==> config.mk <==
export PLATFORM = sky130hd
export DESIGN_NAME = pipe_hazard_unit_flat
export DESIGN_NICKNAME = d
export VERILOG_FILES = /design/src/rtl/pipe_hazard_if.sv /design/src/rtl/pipe_hazard_unit.sv /design/src/flat_wrapper.sv
export SDC_FILE = /design/constraint.sdc
export NUM_CORES = 1
export LEC_CHECK = 0
export CAP_MARGIN = 10
export CORE_MARGIN = 1
export CORE_UTILIZATION = 55
export CTS_BUF_LIST = sky130_fd_sc_hd__clkbuf_8
export DETAILED_ROUTE_END_ITERATION = 7
export PLACE_DENSITY = 0.94
export SYNTH_ARGS = -nofsm -noshare
export SYNTH_HDL_FRONTEND = slang
export SYNTH_SLANG_ARGS = --single-unit
==> constraint.sdc <==
create_clock -name clk -period 3.67 [get_ports clk]
set_clock_uncertainty 0.05 [all_clocks]
set_input_delay 0.734 -clock clk [delete_from_list [all_inputs] [get_ports clk]]
set_output_delay 0.734 -clock clk [all_outputs]
set_load 0.01 [all_outputs]
==> src/rtl/pipe_hazard_if.sv <==
// DR-stage operand/destination info in, hazard decisions and stall count out.
interface pipe_hazard_if #(
  parameter int unsigned RA_W  = 4,
  parameter int unsigned SEL_W = 2,
  parameter int unsigned CNT_W = 16
);
  logic             enable;
  logic             flush;
  logic [RA_W-1:0]  dr_ra1;
  logic [RA_W-1:0]  dr_ra2;
  logic             dr_use1;
  logic             dr_use2;
  logic [RA_W-1:0]  dr_wa3;
  logic             dr_we3;
  logic             dr_load;
  logic             stall;
  logic [SEL_W-1:0] fwd_sel1;
  logic [SEL_W-1:0] fwd_sel2;
  logic [CNT_W-1:0] stall_cnt;

  modport master (
    output enable, flush, dr_ra1, dr_ra2, dr_use1, dr_use2, dr_wa3, dr_we3, dr_load,
    input  stall, fwd_sel1, fwd_sel2, stall_cnt
  );

  modport slave (
    input  enable, flush, dr_ra1, dr_ra2, dr_use1, dr_use2, dr_wa3, dr_we3, dr_load,
    output stall, fwd_sel1, fwd_sel2, stall_cnt
  );
endinterface

==> src/rtl/pipe_hazard_unit.sv <==
// Hazard detection and forwarding control: tracks destination tags of the
// stages after DR and decides, per DR source operand, forward or stall.
module pipe_hazard_unit #(
  parameter int unsigned RA_W   = 4,
  parameter int unsigned DEPTH  = 3,
  parameter bit          FWD_EN = 1'b1,
  parameter int unsigned SEL_W  = 2,
  parameter int unsigned CNT_W  = 16
) (
  input logic         clk,
  input logic         reset,
  pipe_hazard_if.slave hz
);

  typedef struct packed {
    logic            valid;
    logic [RA_W-1:0] wa;
    logic            load;
  } tag_t;

  tag_t             tags [DEPTH];
  logic [DEPTH-1:0] match1;
  logic [DEPTH-1:0] match2;
  logic [SEL_W-1:0] sel1;
  logic [SEL_W-1:0] sel2;
  logic             lu1;
  logic             lu2;
  logic             stall_c;
  logic [CNT_W-1:0] cnt;

  // Per-stage operand match; register 0 never matches.
  always_comb begin
    match1 = '0;
    match2 = '0;
    for (int k = 0; k < int'(DEPTH); k++) begin
      match1[k] = hz.dr_use1 & tags[k].valid & (tags[k].wa == hz.dr_ra1) & (hz.dr_ra1 != '0);
      match2[k] = hz.dr_use2 & tags[k].valid & (tags[k].wa == hz.dr_ra2) & (hz.dr_ra2 != '0);
    end
  end

  // Youngest match wins; a load still in EX cannot be forwarded and stalls.
  always_comb begin
    sel1    = '0;
    sel2    = '0;
    lu1     = 1'b0;
    lu2     = 1'b0;
    stall_c = 1'b0;
    if (FWD_EN) begin
      for (int k = int'(DEPTH) - 1; k >= 0; k--) begin
        if (match1[k]) sel1 = SEL_W'(k + 1);
        if (match2[k]) sel2 = SEL_W'(k + 1);
      end
      lu1 = match1[0] & tags[0].load;
      lu2 = match2[0] & tags[0].load;
      if (lu1) sel1 = '0;
      if (lu2) sel2 = '0;
      stall_c = lu1 | lu2;
    end else begin
      stall_c = (|match1) | (|match2);
    end
  end

  assign hz.stall     = stall_c;
  assign hz.fwd_sel1  = sel1;
  assign hz.fwd_sel2  = sel2;
  assign hz.stall_cnt = cnt;

  // Tag shift pipeline; stalled, flushed or non-writing DR enters as a bubble.
  always_ff @(posedge clk or negedge reset) begin
    if (!reset) begin
      for (int k = 0; k < int'(DEPTH); k++) tags[k] <= '0;
    end else if (hz.enable) begin
      for (int k = 1; k < int'(DEPTH); k++) tags[k] <= tags[k-1];
      if (stall_c | hz.flush | ~hz.dr_we3) tags[0] <= '0;
      else                                 tags[0] <= {1'b1, hz.dr_wa3, hz.dr_load};
    end
  end

  // Saturating stall-cycle counter.
  always_ff @(posedge clk or negedge reset) begin
    if (!reset) begin
      cnt <= '0;
    end else if (hz.enable && stall_c && (cnt != {CNT_W{1'b1}})) begin
      cnt <= cnt + CNT_W'(1);
    end
  end

endmodule

==> src/flat_wrapper.sv <==
// flat-port wrapper written by rule: the top's interface ports become plain ports
module pipe_hazard_unit_flat 
#(
  parameter int unsigned RA_W   = 4,
  parameter int unsigned DEPTH  = 3,
  parameter bit          FWD_EN = 1'b1,
  parameter int unsigned SEL_W  = 2,
  parameter int unsigned CNT_W  = 16
)
  (clk, reset, hz_enable, hz_flush, hz_dr_ra1, hz_dr_ra2, hz_dr_use1, hz_dr_use2, hz_dr_wa3, hz_dr_we3, hz_dr_load, hz_stall, hz_fwd_sel1, hz_fwd_sel2, hz_stall_cnt);
  pipe_hazard_if #(.RA_W(RA_W), .SEL_W(SEL_W), .CNT_W(CNT_W)) hz_i ();
  input logic clk;
  input logic reset;
  input wire logic [$bits(hz_i.enable)-1:0] hz_enable;
  input wire logic [$bits(hz_i.flush)-1:0] hz_flush;
  input wire logic [$bits(hz_i.dr_ra1)-1:0] hz_dr_ra1;
  input wire logic [$bits(hz_i.dr_ra2)-1:0] hz_dr_ra2;
  input wire logic [$bits(hz_i.dr_use1)-1:0] hz_dr_use1;
  input wire logic [$bits(hz_i.dr_use2)-1:0] hz_dr_use2;
  input wire logic [$bits(hz_i.dr_wa3)-1:0] hz_dr_wa3;
  input wire logic [$bits(hz_i.dr_we3)-1:0] hz_dr_we3;
  input wire logic [$bits(hz_i.dr_load)-1:0] hz_dr_load;
  output wire logic [$bits(hz_i.stall)-1:0] hz_stall;
  output wire logic [$bits(hz_i.fwd_sel1)-1:0] hz_fwd_sel1;
  output wire logic [$bits(hz_i.fwd_sel2)-1:0] hz_fwd_sel2;
  output wire logic [$bits(hz_i.stall_cnt)-1:0] hz_stall_cnt;
  assign hz_i.enable = hz_enable;
  assign hz_i.flush = hz_flush;
  assign hz_i.dr_ra1 = hz_dr_ra1;
  assign hz_i.dr_ra2 = hz_dr_ra2;
  assign hz_i.dr_use1 = hz_dr_use1;
  assign hz_i.dr_use2 = hz_dr_use2;
  assign hz_i.dr_wa3 = hz_dr_wa3;
  assign hz_i.dr_we3 = hz_dr_we3;
  assign hz_i.dr_load = hz_dr_load;
  assign hz_stall = hz_i.stall;
  assign hz_fwd_sel1 = hz_i.fwd_sel1;
  assign hz_fwd_sel2 = hz_i.fwd_sel2;
  assign hz_stall_cnt = hz_i.stall_cnt;
  pipe_hazard_unit #(.RA_W(RA_W), .DEPTH(DEPTH), .FWD_EN(FWD_EN), .SEL_W(SEL_W), .CNT_W(CNT_W)) u_core (.clk(clk), .reset(reset), .hz(hz_i));
endmodule
Run 1, power grid:
Bar = 20 um. Pins as bars on the die edge.
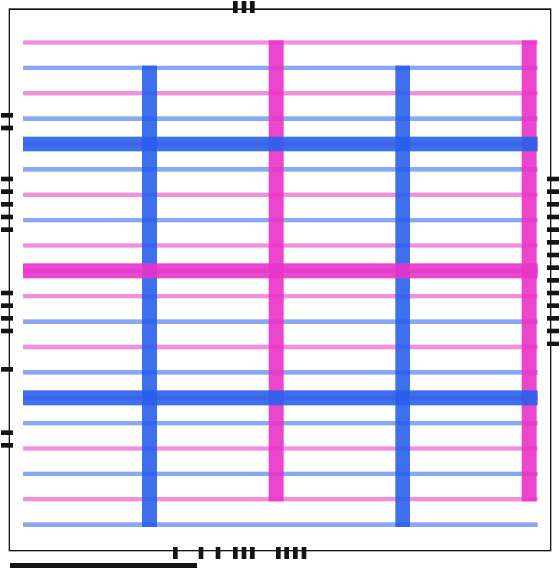
VSS -> blue
VDD -> magenta
met1 rails = 20
rows = 19
signal pins = 41
met4 straps = 4

Run 1, placed cells, one color a class:
Bar = 20 um.
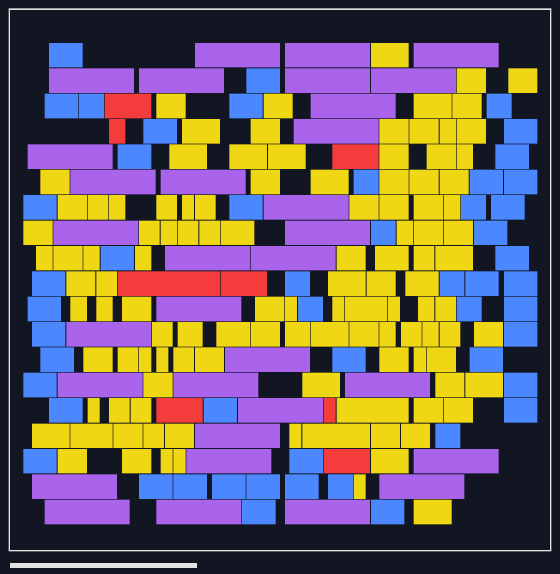
clock drivers and dummy loads -> red  # cells 8, share of their area 4.7%
flip-flops -> purple  # cells 32, share of their area 35%
all other logic -> yellow  # cells 114, share of their area 40%
other buffers and delay cells -> blue  # cells 51, share of their area 21%

Run 1, clock wires, drivers and flops:
Bar = 20 um.
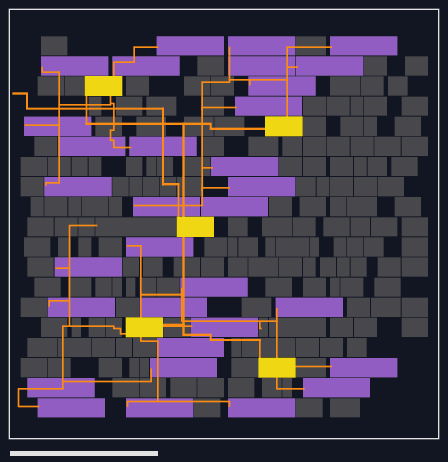
flip-flops -> purple  # count 32
cells driving clock nets -> yellow  # count 5
clock wires -> orange  # length 414 um
routed clock nets = 6

Run 1, signal wires by layer:
Two of the layers only.
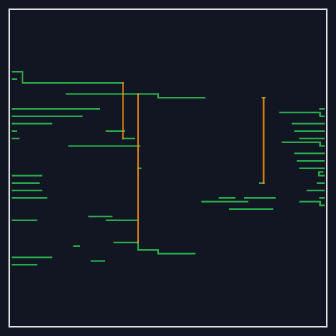
met4 -> orange  # wire length 53.0 um
met3 -> green  # wire length 257 um

==> results.txt, run 1 <==
yosys + openroad results -> DPL Wire Length=3050 um, number of buffers added for setup after CTS=0, met3 GRT Util=7.81%, Sw Ratio=24.1%, chip area=0.00335 sq mm, most frequent cell after synthesis=sky130_fd_sc_hd__dfrtp_1, biggest cell delay along the critical path=0.49 ns, layout overhead on the synthesized area=36.5%, synthesized-area fraction occupied by and/or/nand/nor cells=15.8%, total number of tap cells=31, DRC violations left=4, # rows=19, Congestion Overflow GR=0, Net Count, Synth=169, filler cell count=151, violated checks=design-rule violations, P_leak=1.08 nW, Crit Path Max Fanout=5, gate family responsible for the most delay along the worst path=buffers and inverters, post-layout net count=225, Critical Path Source=hz_dr_ra2[1], terminus of the critical flop-to-flop path=u_core.hz.stall_cnt[1], multi-input gates=112, Non-CTS inverters=2, most used cell, CP=sky130_fd_sc_hd__clkdlybuf4s50_1, Worst Hold Depth=1, leading cell types by count after synthesis=32 x sky130_fd_sc_hd__dfrtp_1, 20 x sky130_fd_sc_hd__xor2_1, 17 x sky130_fd_sc_hd__xnor2_1, 13 x sky130_fd_sc_hd__mux2_2, 11 x sky130_fd_sc_hd__nand4_1, outcome=finished with violations, worst min-delay path startpoint=u_core.hz.stall_cnt[6], cells on worst reg2reg path=5, wire length of the first global-routing pass=6760 um, DP Area=0.00223 sq mm, RSZ-0062 raised after global routing=no
==> run 1 -> run 2 <==
Settings changed: SKIP_LAST_GASP from default to 1, SLEW_MARGIN from default to 20.
Run 2, power grid:
Bar = 20 um. Pins as bars on the die edge.
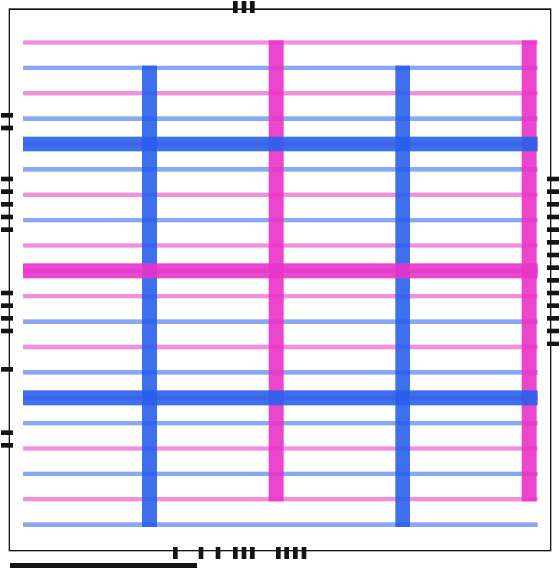
VDD -> magenta
VSS -> blue
met1 rails = 20
signal pins = 41
met5 straps = 3

Run 2, placed cells, one color a class:
Bar = 20 um.
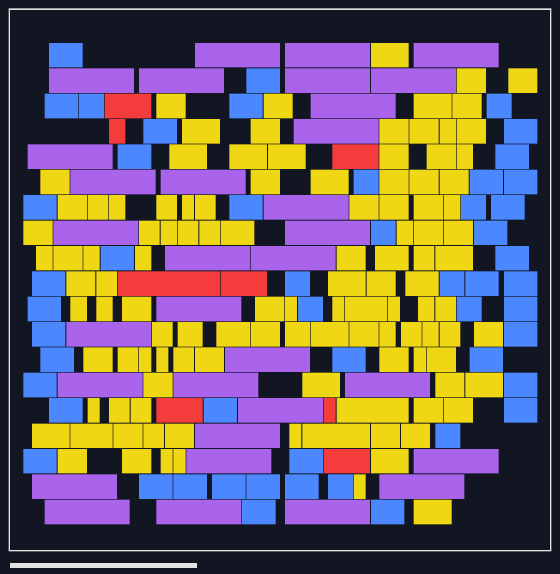
clock drivers and dummy loads -> red  # cells 8, share of their area 4.7%
other buffers and delay cells -> blue  # cells 51, share of their area 21%
flip-flops -> purple  # cells 32, share of their area 35%
all other logic -> yellow  # cells 114, share of their area 40%

Run 2, clock wires, drivers and flops:
Bar = 20 um.
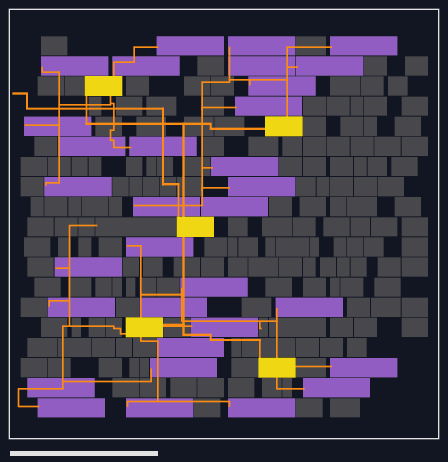
clock wires -> orange  # length 414 um
flip-flops -> purple  # count 32
cells driving clock nets -> yellow  # count 5
routed clock nets = 6

==> run 2 against run 1 <==
Against the previous run:
- the run still ends with design-rule violations left
- first-iteration DRC count did not move
- maximum frequency is the same
- setup slack unchanged
- final area unchanged
- via count unchanged
- synthesized cell count unchanged
- sequential cell count did not move
- combinational power is essentially flat
- core utilization unchanged
- non-clock buffer count is the same
- sequential power about the same
- sequential share of layout area unchanged
- largest power group unchanged
==> results.txt, run 2 <==
yosys + openroad results -> Non-CTS inverters=2, post-layout net count=225, DPL Wire Length=3050 um, number of CTS-inserted buffers=5, IO Count=41, Top non-seq family=XOR/XNOR gates, portion of total power attributed to combinational logic=13.0%, wire length of the first global-routing pass=6760 um, layout overhead on the synthesized area=36.5%, Congestion Overflow GR=0, most frequent cell after synthesis=sky130_fd_sc_hd__dfrtp_1, # rows=19, Worst Hold Depth=1, DRC violations left=4, worst min-delay path startpoint=u_core.hz.stall_cnt[6], shortest clock period the worst path allows after layout=3.62 ns, met3 GRT Util=7.81%, total number of tap cells=31, P_leak=1.08 nW, RSZ-0062 raised after global routing=no, DP Area=0.00223 sq mm, synthesized-area fraction occupied by and/or/nand/nor cells=15.8%, logic depth of the worst setup path including buffers=7, leading cell types by count after synthesis=32 x sky130_fd_sc_hd__dfrtp_1, 20 x sky130_fd_sc_hd__xor2_1, 17 x sky130_fd_sc_hd__xnor2_1, 13 x sky130_fd_sc_hd__mux2_2, 11 x sky130_fd_sc_hd__nand4_1, multi-input gates=112, Setup WS post-layout=0.0544 ns, chip area=0.00335 sq mm, gate family responsible for the most delay along the worst path=buffers and inverters, Worst Hold Slack=0.464 ns, number of antenna violations at the first check in global routing=0, total power divided by cell area=351 mW/mm^2, number of buffers added for setup after CTS=0, share of synthesized cell area in full adder, half adder and majority cells=0.728%, Critical Path Source=hz_dr_ra2[1], Chip Area, Yosys=0.00172 sq mm, cells on worst reg2reg path=5, most used cell, CP=sky130_fd_sc_hd__clkdlybuf4s50_1, Clock Power=0.330 mW, Sw Ratio=24.1%, outcome=finished with violations, main power-consuming group=sequential cells, Crit Path Max Fanout=5, sum of negative setup slack=0 ns, Net Count, Synth=169, largest class=logic gates, Setup Slack @ Placement=0.0201 ns, biggest cell delay along the critical path=0.49 ns, terminus of the critical flop-to-flop path=u_core.hz.stall_cnt[1], violated checks=design-rule violations
Power is estimated from default activity; no workload was simulated.
